Design pkt_gen_250, sky130hd; sources not shown.
### Local utilization, run 1

Scale bar: 100 um. 32 x 33 tiles, from black (low) to pale yellow (high), 0 to 100% covered.
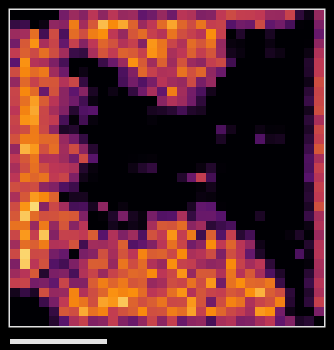
The densest ninth of the die: bottom middle. 4.1% of the tiles are over 75% full. The fullest tile reaches 92%. The emptiest ninth of the die: middle. The mean over all tiles is 29%.
Util after Layout: 31.9%
Floorplan Utilization: 23.8%
core area: 103000 um^2

### Cell classes on the final placement, run 1

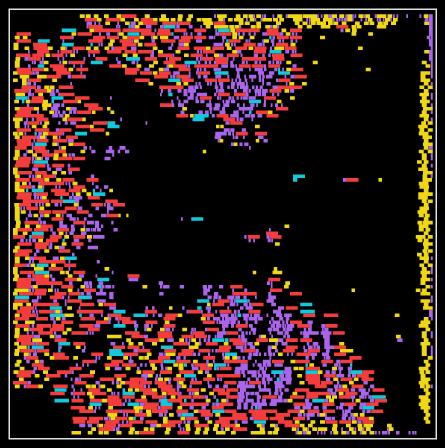
Key: cyan = clock drivers and dummy loads [cells 110, share of their area 6.4%]; red = flip-flops [cells 517, share of their area 45%]; yellow = other buffers and delay cells [cells 736, share of their area 24%]; purple = all other logic [cells 1553, share of their area 25%]
Seq/total area: 42.1%
FP Rows: 118
post-route cell area: 32800 um^2

### Supply network, run 1

Scale bar: 100 um. Pins as bars on the die edge.
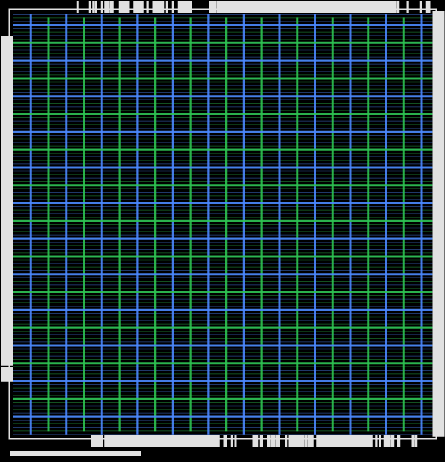
Key: blue = VSS; green = VDD
The core has 118 rows. 119 met1 rails follow the rows. 23 straps on met5.
Max IR drop VDD: 0.000142 V
chip width: 325 um

==> flow_metrics.env, run 1 <==
# flow metrics
export IMPL_status="finished clean"
export IMPL_design_seq_count=517
export IMPL_highest_layer="met4"
export IMPL_postSynthSeqShare_pct=56.5
export IMPL_swShare_pct=48.4
export IMPL_cts_sinks=517
export IMPL_layout_drive_gt1_share_pct=5.25
export IMPL_clk_power_mw=1.70
export IMPL_largest_register_ffs=159
export IMPL_wl_met3_mm=8.63
export IMPL_synth_cell_area_um2=24400
export IMPL_logic_area_um2=7790
export IMPL_cp_max_fo=62
export IMPL_cp_top_family="simple AND/OR/NAND/NOR gates"
export IMPL_mux_area_share_pct=0.220
export IMPL_met1_length_mm=30.9
export IMPL_path_buffers=2
export IMPL_routedWlPerCell_um=19.1
export IMPL_non_clock_buffer_area_share_pct=22.4
export IMPL_leakage_nw=13.3
export IMPL_power_switching_mw=3.98
export IMPL_p_int_mw=4.23
export IMPL_area_growth_pct=34.2
export IMPL_ant_nets=0
export IMPL_top_cell="nand2_1"
export IMPL_hold_path_depth=2
export IMPL_die_area_um2=106000
export IMPL_cts_made_buffers=58
export IMPL_lay_top_count="clkdlybuf4s50_1"
export IMPL_grt_overflow=0
export IMPL_place_area_um2=30800
export IMPL_p_per_area_nw_per_um2=250
export IMPL_tns_ns=0
export IMPL_clk_insertion_delay_late_ns=0.64
export IMPL_first_pass_iters=5
export IMPL_edf_count=176
export IMPL_max_stage_delay_ns=0.65
export IMPL_crit_type="input port to flop"
export IMPL_cp_slowest_cell="nand2_1"
export IMPL_common_cells="479 x nand2_1, 357 x buf_4, 341 x dfrtp_1"
export IMPL_cp_arrival_ns=6.21
export IMPL_aoi_share_pct=9.38
export IMPL_dr_first_iter_drc_count=1140
export IMPL_yosysTopAreaCell="dfrtp_1"
export IMPL_clk_path_buf_depth=3
export IMPL_top_power_group="combinational logic"
export IMPL_ys_cells=2419
export IMPL_path_clk_slew_ns=0.06
export IMPL_gp_congestion=0.898
export IMPL_synth_chip_area_um2=24400
export IMPL_crit_path_end_kind="flop"
export IMPL_routed_wl_met2_mm=40.0
export IMPL_logic_gates=1525
export IMPL_synth_cell_type_count=81
export IMPL_clock_area_share_pct=6.05
export IMPL_cts_tree="done"
export IMPL_nFillCells=10600
export IMPL_rrSetupSlack_ns=8.05
## Run 2: what changed since run 1
clock period = 5.3 ns   (was 13.1 ns; I/O delays follow)
### Supply network, run 2

Scale bar: 100 um. Pins as bars on the die edge.
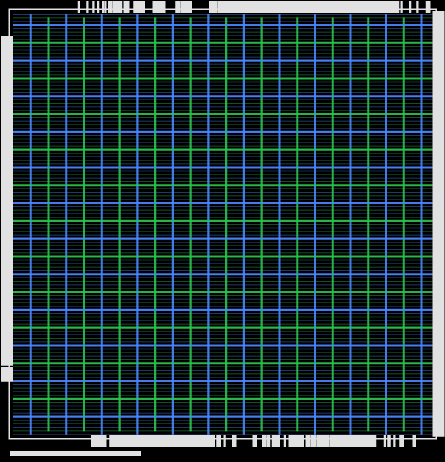
Key: blue = VSS; green = VDD
119 met1 rails follow the rows. 841 signal pins sit on the boundary. The core has 118 rows.
die span in y: 327 um
Max IR drop VDD: 0.000352 V

### Nets reached from selected ports, run 2

Scale bar: 100 um.
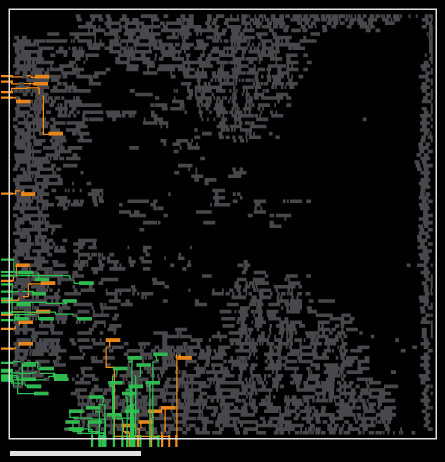
Key: orange = cfg_l4_dst [bits 16, direction input, end cells 16, buffers 16, wire 476 um]; green = cfg_ip_src [bits 32, direction input, end cells 32, buffers 32, wire 1210 um]
Top Ports: 841
IO Port Bufs: 710

==> flow_metrics.env, run 2 <==
# flow metrics
export IMPL_die_area_um2=106000
export IMPL_die_width_um=325
export IMPL_met1_length_mm=33.9
export IMPL_synth_cell_type_count=81
export IMPL_crit_type="flop to flop"
export IMPL_p_per_area_nw_per_um2=616
export IMPL_avgViaCountPerCell=4.25
export IMPL_place_area_um2=31000
export IMPL_status="finished clean"
export IMPL_cts_made_buffers=59
export IMPL_cp_max_fo=40
export IMPL_core_area_um2=103000
export IMPL_comb_area_share_pct=23.6
export IMPL_yosys_warnings=0
export IMPL_rows=118
export IMPL_cp_top_family="simple AND/OR/NAND/NOR gates"
export IMPL_non_clock_buffer_area_share_pct=22.8
export IMPL_worstHoldPathType="flop to flop"
export IMPL_stdcell_area_um2=32900
export IMPL_wl_met3_mm=6.93
export IMPL_mux_area_share_pct=0.220
export IMPL_seq_area_share_pct=42.0
export IMPL_postSynth_asyncResetShare_pct=66.0
export IMPL_timing_hold_ws_ns=0.435
export IMPL_hold_path_depth=2
export IMPL_final_layout_top_logic_cells="710 x clkdlybuf4s50_1, 479 x nand2_1, 339 x dfrtp_1"
export IMPL_xor_area_share_pct=3.48
export IMPL_first_pass_iters=5
export IMPL_lay_top_count="clkdlybuf4s50_1"
export IMPL_hpwl_mm=59.7
export IMPL_crit_path_end_kind="flop"
export IMPL_tns_ns=0
export IMPL_clock_area_share_pct=5.98
export IMPL_clk_power_mw=4.13
export IMPL_leakage_nw=13.3
export IMPL_cts_sinks=517
export IMPL_ys_cells=2419
export IMPL_path_clk_slew_ns=0.06
export IMPL_cp_arrival_ns=4.67
export IMPL_p_int_mw=10.5
export IMPL_common_cells="479 x nand2_1, 357 x buf_4, 341 x dfrtp_1"
export IMPL_cts_tree="done"
export IMPL_gp_congestion=0.905
export IMPL_yosysTopAreaCell="dfrtp_1"
export IMPL_antenna_found_initial=5
export IMPL_synth_chip_area_um2=24400
export IMPL_design_seq_count=517
export IMPL_largest_register_ffs=159
export IMPL_power_switching_mw=9.83
export IMPL_clk_insertion_delay_late_ns=0.67
export IMPL_edf_count=176
export IMPL_cp_slowest_cell="nand2b_1"
export IMPL_synth_cell_area_um2=24400
export IMPL_routedWlPerCell_um=19.2
export IMPL_clkbuf_count=78
export IMPL_cpMostUsedCell="a21oi_1"
export IMPL_postSynthSeqShare_pct=56.5
export IMPL_area_growth_pct=34.8
export IMPL_rrSetupSlack_ns=1.12
export IMPL_max_stage_delay_ns=0.62
export IMPL_htree_num_levels=2
export IMPL_layout_cells_non_filler=4316
export IMPL_layout_drive_gt1_share_pct=5.39
export IMPL_nNonClkBuffers=751
export IMPL_logic_area_um2=7790
export IMPL_nFillCells=10500
export IMPL_path_buffers=1
export IMPL_swShare_pct=48.5
export IMPL_routed_wl_met2_mm=39.3
export IMPL_top_cell="nand2_1"
export IMPL_grt_overflow=0
export IMPL_ant_nets=0
export IMPL_logic_gates=1525
export IMPL_grtUsageMet3_pct=4.68
export IMPL_initial_utilization_pct=23.8
export IMPL_tightestPinTransition_ns=0.953
export IMPL_top_power_group="combinational logic"
export IMPL_clk_path_buf_depth=3
export IMPL_syn_avg_cell_area_um2=10.1
export IMPL_highest_layer="met4"
export IMPL_grt_pass1_vias=17700
export IMPL_aoi_share_pct=9.38
export IMPL_dr_first_iter_drc_count=1135
export IMPL_finalClockPeriodUsage_pct=78.8
### Local utilization, run 2

Scale bar: 100 um. 32 x 33 tiles, from black (low) to pale yellow (high), 0 to 100% covered.
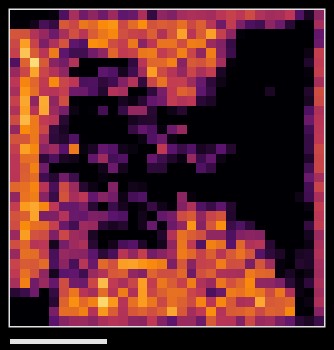
Util after Layout: 32.0%

No activity file was given, so power comes from the tool's default toggle rates.
